### src/rtl/alu_frame_ctrl_pkg.sv
// Shared definitions for the byte-serial ALU frame controller: ALU opcodes,
// controller states, frame lengths and the divide-by-zero response.
package alu_frame_ctrl_pkg;

  typedef enum logic [3:0] {
    FUN_ADD    = 4'b0000,
    FUN_SUB    = 4'b0001,
    FUN_MUL    = 4'b0010,
    FUN_DIV    = 4'b0011,
    FUN_AND    = 4'b0100,
    FUN_OR     = 4'b0101,
    FUN_NAND   = 4'b0110,
    FUN_NOR    = 4'b0111,
    FUN_XOR    = 4'b1000,
    FUN_XNOR   = 4'b1001,
    FUN_CMP_EQ = 4'b1010,
    FUN_CMP_GT = 4'b1011,
    FUN_CMP_LT = 4'b1100,
    FUN_SHR    = 4'b1101,
    FUN_SHL    = 4'b1110,
    FUN_NOP    = 4'b1111
  } alu_fun_e;

  typedef enum logic [3:0] {
    ST_IDLE,
    ST_GET_A_LO,
    ST_GET_A_HI,
    ST_GET_B_LO,
    ST_GET_B_HI,
    ST_EXEC,
    ST_CAPTURE,
    ST_SEND_LO,
    ST_SEND_HI,
    ST_SEND_FLG
  } state_e;

  localparam logic [2:0]  FRAME_LEN_FULL  = 3'd5;
  localparam logic [2:0]  FRAME_LEN_SHIFT = 3'd3;
  localparam logic [15:0] DIV_ZERO_RESULT = 16'hFFFF;
  localparam logic [3:0]  DIV_ZERO_FLAGS  = 4'b0001;

  function automatic logic is_shift_fun(input logic [3:0] fun);
    return (fun == FUN_SHR) || (fun == FUN_SHL);
  endfunction

  // Shift frames carry no B operand, so they end after the A_hi byte.
  function automatic logic [2:0] frame_len(input logic [3:0] fun);
    return is_shift_fun(fun) ? FRAME_LEN_SHIFT : FRAME_LEN_FULL;
  endfunction

endpackage

### src/rtl/alu_frame_ctrl_timeout.sv
// Inter-byte idle counter: counts enabled cycles without a clear and pulses
// o_expire on the TIMEOUT_CYCLES-th one. TIMEOUT_CYCLES = 0 disables it.
module alu_frame_timeout #(
  parameter int TIMEOUT_CYCLES = 1024
) (
  input  logic clk,
  input  logic rst,
  input  logic i_enable,
  input  logic i_clear,
  output logic o_expire
);

  generate
    if (TIMEOUT_CYCLES == 0) begin : g_disabled
      logic w_unused_inputs;
      assign w_unused_inputs = ^{clk, rst, i_enable, i_clear};
      assign o_expire        = 1'b0;
    end else begin : g_enabled
      localparam int CW = (TIMEOUT_CYCLES > 1) ? $clog2(TIMEOUT_CYCLES) : 1;

      logic [CW-1:0] r_count;

      assign o_expire = i_enable && !i_clear && (r_count == CW'(TIMEOUT_CYCLES - 1));

      always_ff @(posedge clk or posedge rst) begin
        if (rst) begin
          r_count <= '0;
        end else if (!i_enable || i_clear || o_expire) begin
          r_count <= '0;
        end else begin
          r_count <= r_count + 1'b1;
        end
      end
    end
  endgenerate

endmodule

### src/rtl/alu_frame_ctrl.sv
// Byte-stream front end for the 16-bit registered ALU: assembles command frames,
// drives the ALU and streams the result back. ALU_FRAME_CTRL_FLAGS_EN adds a flags byte.
module alu_frame_ctrl
  import alu_frame_ctrl_pkg::*;
#(
  parameter int TIMEOUT_CYCLES = 1024
) (
  input  logic        clk,
  input  logic        rst,
  input  logic [7:0]  in_data,
  input  logic        in_valid,
  output logic        in_ready,
  output logic [15:0] alu_a,
  output logic [15:0] alu_b,
  output logic [3:0]  alu_fun,
  input  logic [15:0] alu_out,
  input  logic        alu_arith_flag,
  input  logic        alu_logic_flag,
  input  logic        alu_cmp_flag,
  input  logic        alu_shift_flag,
  output logic [7:0]  out_data,
  output logic        out_valid,
  input  logic        out_ready,
  output logic        busy,
  output logic        err
);

  state_e      r_state;
  logic        r_ready_en;
  logic [3:0]  r_fun;
  logic [7:0]  r_a_lo;
  logic [7:0]  r_a_hi;
  logic [7:0]  r_b_lo;
  logic [2:0]  r_byte_cnt;
  logic [15:0] r_alu_a;
  logic [15:0] r_alu_b;
  logic [3:0]  r_alu_fun;
  logic [15:0] r_result;
  logic [3:0]  r_flags;
  logic        r_err;

  logic        w_accepting;
  logic        w_in_get;
  logic        w_xfer;
  logic        w_last_byte;
  logic        w_div_zero;
  logic        w_timeout;

  assign w_accepting = (r_state == ST_IDLE)     || (r_state == ST_GET_A_LO) ||
                       (r_state == ST_GET_A_HI) || (r_state == ST_GET_B_LO) ||
                       (r_state == ST_GET_B_HI);
  assign w_in_get    = w_accepting && (r_state != ST_IDLE);

  // r_ready_en keeps in_ready low while reset is held and until the first edge after it.
  assign in_ready    = r_ready_en && w_accepting;
  assign w_xfer      = in_valid && in_ready;
  assign w_last_byte = (r_byte_cnt == frame_len(r_fun) - 3'd1);
  assign w_div_zero  = (r_fun == FUN_DIV) && ({in_data, r_b_lo} == 16'd0);

  assign alu_a   = r_alu_a;
  assign alu_b   = r_alu_b;
  assign alu_fun = r_alu_fun;
  assign busy    = (r_state != ST_IDLE);
  assign err     = r_err;

  alu_frame_timeout #(
    .TIMEOUT_CYCLES(TIMEOUT_CYCLES)
  ) u_timeout (
    .clk      (clk),
    .rst      (rst),
    .i_enable (w_in_get),
    .i_clear  (w_xfer),
    .o_expire (w_timeout)
  );

  // The ALU operand registers only load on the way into EXEC, so they stay frozen
  // through CAPTURE, SEND and any aborted or divide-by-zero frame.
  always_ff @(posedge clk or posedge rst) begin
    if (rst) begin
      r_state    <= ST_IDLE;
      r_ready_en <= 1'b0;
      r_fun      <= 4'd0;
      r_a_lo     <= 8'd0;
      r_a_hi     <= 8'd0;
      r_b_lo     <= 8'd0;
      r_byte_cnt <= 3'd0;
      r_alu_a    <= 16'd0;
      r_alu_b    <= 16'd0;
      r_alu_fun  <= FUN_ADD;
      r_result   <= 16'd0;
      r_flags    <= 4'd0;
      r_err      <= 1'b0;
    end else begin
      r_ready_en <= 1'b1;
      r_err      <= 1'b0;
      if (w_timeout) begin
        r_state    <= ST_IDLE;
        r_err      <= 1'b1;
        r_byte_cnt <= 3'd0;
      end else begin
        case (r_state)
          ST_IDLE: begin
            if (w_xfer) begin
              r_fun      <= in_data[3:0];
              r_byte_cnt <= 3'd1;
              r_state    <= ST_GET_A_LO;
            end
          end
          ST_GET_A_LO: begin
            if (w_xfer) begin
              r_a_lo     <= in_data;
              r_byte_cnt <= r_byte_cnt + 3'd1;
              r_state    <= ST_GET_A_HI;
            end
          end
          ST_GET_A_HI: begin
            if (w_xfer) begin
              r_a_hi     <= in_data;
              r_byte_cnt <= r_byte_cnt + 3'd1;
              if (w_last_byte) begin
                r_alu_a   <= {in_data, r_a_lo};
                r_alu_b   <= 16'd0;
                r_alu_fun <= r_fun;
                r_state   <= ST_EXEC;
              end else begin
                r_state   <= ST_GET_B_LO;
              end
            end
          end
          ST_GET_B_LO: begin
            if (w_xfer) begin
              r_b_lo     <= in_data;
              r_byte_cnt <= r_byte_cnt + 3'd1;
              r_state    <= ST_GET_B_HI;
            end
          end
          ST_GET_B_HI: begin
            if (w_xfer) begin
              r_byte_cnt <= r_byte_cnt + 3'd1;
              if (w_div_zero) begin
                r_result <= DIV_ZERO_RESULT;
                r_flags  <= DIV_ZERO_FLAGS;
                r_err    <= 1'b1;
                r_state  <= ST_SEND_LO;
              end else begin
                r_alu_a   <= {r_a_hi, r_a_lo};
                r_alu_b   <= {in_data, r_b_lo};
                r_alu_fun <= r_fun;
                r_state   <= ST_EXEC;
              end
            end
          end
          ST_EXEC: begin
            r_state <= ST_CAPTURE;
          end
          ST_CAPTURE: begin
            r_result <= alu_out;
            r_flags  <= {alu_shift_flag, alu_cmp_flag, alu_logic_flag, alu_arith_flag};
            r_state  <= ST_SEND_LO;
          end
          ST_SEND_LO: begin
            if (out_ready) begin
              r_state <= ST_SEND_HI;
            end
          end
          ST_SEND_HI: begin
            if (out_ready) begin
`ifdef ALU_FRAME_CTRL_FLAGS_EN
              r_state <= ST_SEND_FLG;
`else
              r_state <= ST_IDLE;
`endif
            end
          end
`ifdef ALU_FRAME_CTRL_FLAGS_EN
          ST_SEND_FLG: begin
            if (out_ready) begin
              r_state <= ST_IDLE;
            end
          end
`endif
          default: begin
            r_state <= ST_IDLE;
          end
        endcase
      end
    end
  end

  // Response bytes are decoded from the state and result registers only, so they
  // hold steady under backpressure and drop as soon as reset forces IDLE.
  always_comb begin
    out_data  = 8'h00;
    out_valid = 1'b0;
    case (r_state)
      ST_SEND_LO: begin
        out_data  = r_result[7:0];
        out_valid = 1'b1;
      end
      ST_SEND_HI: begin
        out_data  = r_result[15:8];
        out_valid = 1'b1;
      end
`ifdef ALU_FRAME_CTRL_FLAGS_EN
      ST_SEND_FLG: begin
        out_data  = {4'b0000, r_flags};
        out_valid = 1'b1;
      end
`endif
      default: begin
        out_data  = 8'h00;
        out_valid = 1'b0;
      end
    endcase
  end

`ifndef ALU_FRAME_CTRL_FLAGS_EN
  logic w_unused_flags;
  assign w_unused_flags = ^r_flags;
`endif

endmodule
### config.mk
export PLATFORM = sky130hd
export DESIGN_NAME = alu_frame_ctrl
export DESIGN_NICKNAME = d
export VERILOG_FILES = /design/src/rtl/alu_frame_ctrl_pkg.sv /design/src/rtl/alu_frame_ctrl_timeout.sv /design/src/rtl/alu_frame_ctrl.sv
export SDC_FILE = /design/constraint.sdc
export NUM_CORES = 1
export LEC_CHECK = 0
export ABC_AREA = 1
export CAP_MARGIN = 40
export CORE_MARGIN = 10
export CORE_UTILIZATION = 55
export DETAILED_ROUTE_END_ITERATION = 10
export GPL_TIMING_DRIVEN = 0
export PLACE_DENSITY = 0.82
export SLEW_MARGIN = 5
export SYNTH_ARGS = -nofsm -noshare
export SYNTH_HDL_FRONTEND = slang
export SYNTH_HIERARCHICAL = 1
export SYNTH_SLANG_ARGS = --single-unit
### constraint.sdc
create_clock -name clk -period 5.86 [get_ports clk]
set_input_delay 0.586 -clock clk [delete_from_list [all_inputs] [get_ports clk]]
set_output_delay 0.586 -clock clk [all_outputs]
set_load 0.02 [all_outputs]
==> results.rst, run 1 <==
Metrics
=======

.. list-table::
   :header-rows: 1

   * - Metric
     - Value
   * - Peak ir drop on the vdd network
     - 228 uV
   * - Netlist area before placement
     - 0.00473 sq mm
   * - Comb pwr share
     - 0.412
   * - Dominant register cell
     - dfrtp_1
   * - Final-layout clock-cell area share
     - 0.0345
   * - Share of the final layout cell area in sequential cells
     - 0.424
   * - Number of port buffers
     - 75
   * - Most common cell after layout, fill and taps aside
     - nand2_1
   * - Final Hold Viols
     - 0
   * - Warning total across the stage logs
     - 30
   * - Reg-to-Reg Start
     - r_state[0]$_DFFE_PP0P_
   * - Non-CTS buffers
     - 99
   * - Count of yosys warnings during synthesis
     - 6
   * - Startpoint kind of the worst setup timing path
     - register
   * - Post-CTS Hold Buffers
     - 0
   * - Main area contributors
     - dfrtp_1 (52%), nand2_1 (15%), o21ai_0 (6.3%), nand4_1 (5.2%), nor2_1 (4.5%)
   * - Hold/Removal Path Class
     - register to register
   * - Terminus of the critical flop-to-flop path
     - r_result[12]$_DFFE_PP0P_
   * - Most frequent cell after synthesis
     - nand2_1
   * - Total power
     - 2.65 mW
   * - Fill cell count
     - 640
   * - Peak per-stage delay on the critical path
     - 470 ps
   * - Clk buf depth
     - 2
   * - Sequential logic power
     - 1.11 mW
   * - Antenna-violating nets left
     - 0
   * - Summed negative setup slack over all endpoints
     - 0 ps
   * - Post-Synth XOR/XNOR Area
     - 0.00740
   * - Initial core utilization
     - 0.570
   * - Leading cell kind
     - sequential cells
   * - Placed instance area
     - 0.00564 sq mm
   * - CP max stage cell
     - dfrtp_1
   * - GRT met3 Usage
     - 0.0449
   * - Power in the clock group
     - 448 uW
   * - Amount of wire on met3 after detailed routing
     - 822 um
   * - Met2 Routed Length
     - 5.69 mm
   * - Synth cell types
     - 31
   * - Number of iterations in the first detailed-routing pass
     - 4
   * - Setup slack on the worst flop-to-flop path
     - 2930 ps
   * - Share of total power in the clock network
     - 0.169
   * - WP data required
     - 6130 ps
   * - Async SR Flop Fraction
     - 1.00
   * - Clock skew
     - 14.7 ps
   * - Power group with the highest consumption
     - registers
   * - Simple-gate share of the synthesized area
     - 0.312
   * - Inverters, non-clock
     - 61
   * - Biggest fanout along the worst timing path
     - 10
   * - Combinational-cell power consumption
     - 1.09 mW
   * - Final design instance area without fill
     - 0.00585 sq mm
   * - Via density per instance
     - 5.34
   * - Die Width
     - 113 um
   * - Core footprint
     - 0.00830 sq mm
   * - Mapped Avg Cell Area
     - 8.14 sq um
   * - Bufs and invs on worst path
     - 4
   * - Clock buffer instance count of the final layout
     - 11
   * - Total inserted antenna cells
     - 0
   * - Worst hold-check slack
     - 476 ps
   * - Fraction of the yosys area taken by sequential cells
     - 0.524
   * - Register area
     - 0.00248 sq mm
   * - Crit-path leading delay family
     - simple AND/OR/NAND/NOR gates
   * - Slew at the pin with the worst max-slew slack
     - 567 ps
   * - Post-synthesis adder-cell area fraction
     - 0.00529
   * - Standard-cell row count
     - 33
   * - Hold path cells
     - 2
   * - Crit path to
     - r_result[12]$_DFFE_PP0P_
   * - Combinational cell area excluding buffers and inverters
     - 0.00190 sq mm
   * - Clk Tree Root Cell
     - clkbuf_8
   * - #FFs+latches synth
     - 99
   * - Top cell type by total area after synthesis
     - dfrtp_1
   * - Die ar.
     - 0.0127 sq mm
   * - Sum of net half-perimeters after detailed placement
     - 8.75 mm
   * - Crit path depth
     - 14
   * - Final tally of max-slew violations
     - 0
   * - Area growth from synthesis to layout
     - 23.5%
   * - Result of the run
     - finished clean
   * - Multi-input gates
     - 398
   * - Fraction of final layout cells with drive strength greater than 1
     - 0.0936
   * - Fraction of power consumed by sequential logic
     - 0.418
   * - RSZ-0062 raised after global routing
     - no
   * - Fmax
     - 342 MHz
   * - Relative slew slack
     - 0.622
   * - Number of synthesized flops with an enable pin
     - 0
   * - Largest net degree at the start of global routing
     - 56
   * - PD cells
     - 453 mW/mm^2
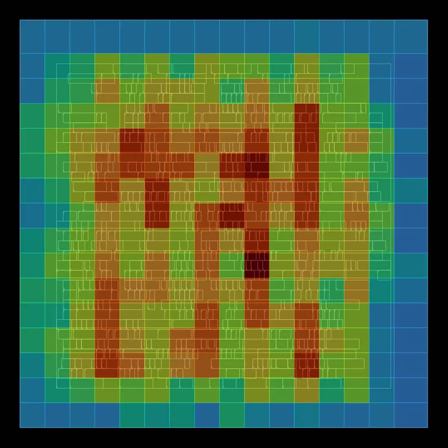
Run 1: routing congestion map
GR Layer Usage met2: 0.309
peak-usage layer in the global routing report: met2
met1 capacity usage during global routing: 0.222
Routed wire per std cell: 15.1 um
utilization after layout: 0.704

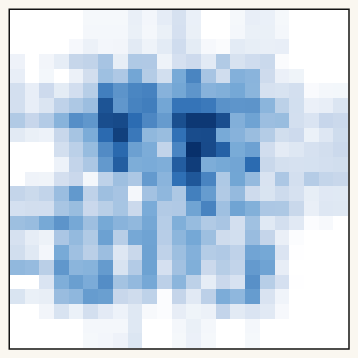
Run 1: signal metal coverage by tile
(3 px per um) 23 x 23 tiles, from white (low) to dark blue (high), scaled to the fullest tile. Values are wire area over tile area, all layers added.
densest ninth of the die	middle
emptiest ninth of the die	bottom right
mean over tiles	0.15

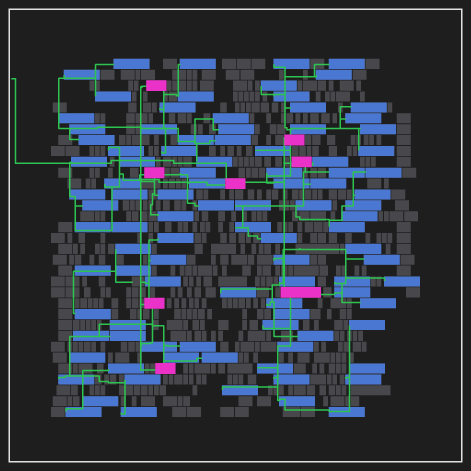
Run 1: routed clock nets over the placement
(4 px per um)
[clock-net drivers] magenta | count: 9
[flip-flops] blue | count: 99
[clock wires] green | length: 1090 um
routed clock nets	10

Run 1, port wiring:
(4 px per um)
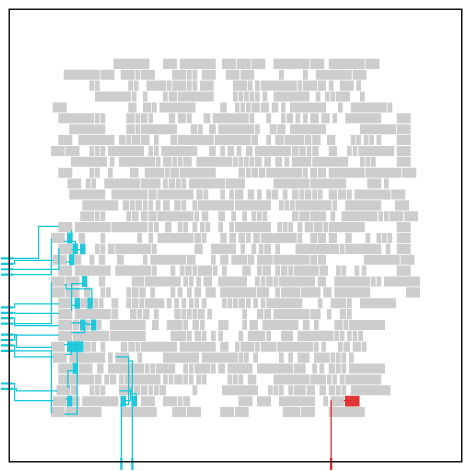

==> run 1 -> run 2 <==
Settings changed: CORE_UTILIZATION 55 to 53, PLACE_DENSITY 0.82 to 0.8.
Clock period 5.86 ns to 2.9 ns, I/O delays scaled along.
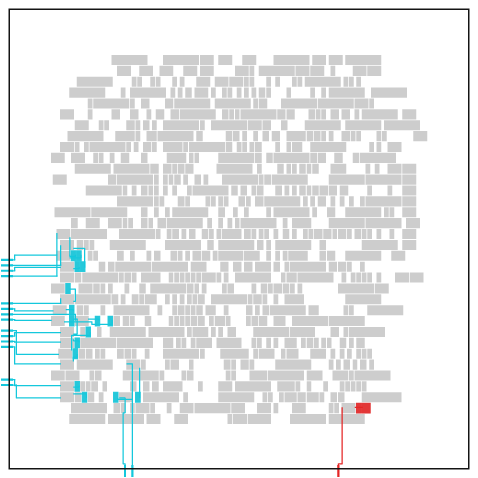
Run 2: port wiring
(4 px per um)
port	color	bits	direction	edge	end cells	wire
alu_out	cyan	16	input	14 left, 2 bottom	16	332 um
rst	red	1	input	bottom	2	17.6 um

==> run 2 against run 1 <==
Compared with the run above:
- register-to-register slack got worse by 2600 ps
- design area about the same
- clock skew about the same
- utilization decreased by 3.4 points
- global-route usage down 0.37 points
- final cell count rose by 0.39%
- non-clock buffer count unchanged
- combinational power is 100% higher
- critical endpoint is now out_data[6]
==> results.rst, run 2 <==
Metrics
=======

.. list-table::
   :header-rows: 1

   * - Metric
     - Value
   * - Most frequent cell after synthesis
     - nand2_1
   * - Power group with the highest consumption
     - registers
   * - Floorplan die height
     - 114 um
   * - Relative slew slack
     - 0.613
   * - Cell count after synthesis
     - 581
   * - Via density per instance
     - 5.23
   * - Total power
     - 5.29 mW
   * - Warning total across the stage logs
     - 30
   * - Die Width
     - 114 um
   * - Post-synthesis share of cell area spent on and-or and or-and gates
     - 0.0754
   * - Final tally of max-slew violations
     - 0
   * - Initial core utilization
     - 0.543
   * - Non-clock buffering overhead in the final layout
     - 0.155
   * - WP data required
     - 2610 ps
   * - Crit path depth
     - 4
   * - Fmax
     - 378 MHz
   * - Number of synthesized flops with an enable pin
     - 0
   * - Total number of H-tree levels
     - 3
   * - Number of global-route vias before repair
     - 4077
   * - Logic family by area
     - simple AND/OR/NAND/NOR gates
   * - Clock buffer instance count of the final layout
     - 10
   * - Synth cell types
     - 31
   * - Fill cell count
     - 751
   * - Area growth from synthesis to layout
     - 23.5%
   * - Number of iterations in the first detailed-routing pass
     - 5
   * - Count of yosys warnings during synthesis
     - 6
   * - Number of buffers added for setup after CTS
     - 0
   * - Reg-to-Reg Start
     - r_state[0]$_DFFE_PP0P_
   * - Dominant register cell
     - dfrtp_1
   * - Total routing resource utilization after global routing
     - 0.180
   * - Startpoint kind of the worst setup timing path
     - register
   * - Worst hold-check slack
     - 249 ps
   * - Number of port buffers
     - 75
   * - Late-Pin Clk Latency
     - 370 ps
   * - #FFs+latches synth
     - 99
   * - Die ar.
     - 0.0131 sq mm
   * - Gr ovfl total
     - 0
   * - Multi-input gates
     - 398
   * - Pre-CTS setup slack
     - 30.3 ps
   * - Clk buf depth
     - 2
   * - CTS Sinks
     - 99
   * - Dominant logic cell types in the final layout
     - nand2_1 (187), dfrtp_1 (99), clkdlybuf4s50_1 (75), o21ai_0 (60), nor2_1 (56)
   * - Fraction of final layout cells with drive strength greater than 1
     - 0.0981
   * - Amount of wire on met3 after detailed routing
     - 835 um
   * - Power in the clock group
     - 846 uW
   * - Final design instance area without fill
     - 0.00584 sq mm
   * - Combinational-cell power consumption
     - 2.21 mW
   * - Result of the run
     - finished clean
   * - Sequential logic power
     - 2.23 mW
   * - Max capacitance violation total
     - 0
   * - Netlist area before placement
     - 0.00473 sq mm
   * - Share of total power in the clock network
     - 0.160
   * - Post-layout period usage of the worst path
     - 0.912
   * - Area share of the largest cell type after synthesis
     - 0.524
   * - Main area contributors
     - dfrtp_1 (52%), nand2_1 (15%), o21ai_0 (6.3%), nand4_1 (5.2%), nor2_1 (4.5%)
   * - Leading cell kind
     - sequential cells
   * - Number of placed cells counting well taps
     - 765
   * - Switching Fraction
     - 0.415
   * - Cell count of the worst reg-to-reg path
     - 14
   * - Sum of net half-perimeters after detailed placement
     - 8.49 mm
   * - Global-route wire length before repair
     - 19.4 mm
   * - Total inserted antenna cells
     - 0
   * - Setup crit start
     - r_state[0]$_DFFE_PP0P_
   * - Synthesized netlist net count
     - 615
   * - Post-synthesis adder-cell area fraction
     - 0.00529
   * - Inverters, non-clock
     - 61
   * - GR Layer Usage met2
     - 0.287
   * - Final Hold Viols
     - 0
   * - Number of DRC violations after detailed-routing iteration 0
     - 217
   * - Slew at the pin with the worst max-slew slack
     - 581 ps
   * - Fraction of the yosys area taken by sequential cells
     - 0.524
   * - Async SR Flop Fraction
     - 1.00
   * - GRT met3 Usage
     - 0.0461
   * - Post-CTS Resized
     - 0
   * - Summed negative setup slack over all endpoints
     - 0 ps
   * - Comb pwr share
     - 0.418
   * - Placed instance area
     - 0.00565 sq mm
   * - Standard-cell row count
     - 34
   * - Total net switching power
     - 2.19 mW
   * - Clock slew seen by the registers of the worst setup and hold paths
     - 100 ps
   * - Final Setup Violations
     - 0
   * - Top cell type by total area after synthesis
     - dfrtp_1
   * - Non-CTS buffers
     - 99
   * - Peak ir drop on the vdd network
     - 435 uV
   * - PD cells
     - 906 mW/mm^2
   * - Clock tree from TritonCTS
     - done
   * - Count of flip-flops and latches
     - 99
   * - Uppermost signal routing layer after detailed routing
     - met4
   * - Number of tap cells inserted
     - 108
   * - Post-Synth XOR/XNOR Area
     - 0.00740
   * - Biggest fanout along the worst timing path
     - 10
   * - Core footprint
     - 0.00872 sq mm
   * - Met1 capacity usage during global routing
     - 0.232
   * - Post-synthesis cell count from yosys
     - 581
   * - Combinational cell area excluding buffers and inverters
     - 0.00190 sq mm
   * - Largest net degree at the start of global routing
     - 68
   * - Post-CTS Hold Buffers
     - 0
   * - Hold/Removal Path Class
     - input port to async pin
   * - Mapped Avg Cell Area
     - 8.14 sq um
   * - Antenna-violating nets left
     - 0
   * - Crit path setup slack, layout
     - 256 ps
   * - Routed wire per std cell
     - 14.9 um
   * - Crit-path leading delay family
     - buffers and inverters
   * - Arr. time, crit path
     - 2350 ps
   * - Crit path to
     - out_data[6]
   * - Clk Tree Root Cell
     - clkbuf_8
   * - Utilization after layout
     - 0.670
   * - Share of the final layout cell area in sequential cells
     - 0.424
   * - Most common cell after layout, fill and taps aside
     - nand2_1
   * - Peak-usage layer in the global routing report
     - met2
   * - Fraction of power consumed by sequential logic
     - 0.422
   * - Final-layout clock-cell area share
     - 0.0317
   * - Register area
     - 0.00248 sq mm
   * - Comb/total area
     - 0.326
   * - Bufs and invs on worst path
     - 1
   * - Number of antenna violations at the first check in global routing
     - 0
   * - Drc violations
     - 0
   * - Final Critical Period
     - 2640 ps
   * - Setup slack on the worst flop-to-flop path
     - 370 ps
   * - Met2 Routed Length
     - 5.65 mm
   * - Clock skew
     - 14.2 ps
   * - CP max stage cell
     - clkdlybuf4s50_1
   * - Peak per-stage delay on the critical path
     - 660 ps
   * - Terminus of the critical flop-to-flop path
     - r_result[6]$_DFFE_PP0P_
   * - Yosys synthesis chip area
     - 0.00473 sq mm
   * - Pleak
     - 2.86 nW
   * - Via count
     - 4084
   * - Final-stage net count
     - 702
   * - Number of top-level pins
     - 80
   * - Simple-gate share of the synthesized area
     - 0.312
   * - Clock buffers created by TritonCTS
     - 9
   * - RSZ-0062 raised after global routing
     - no
Power and IR drop assume default switching activity.
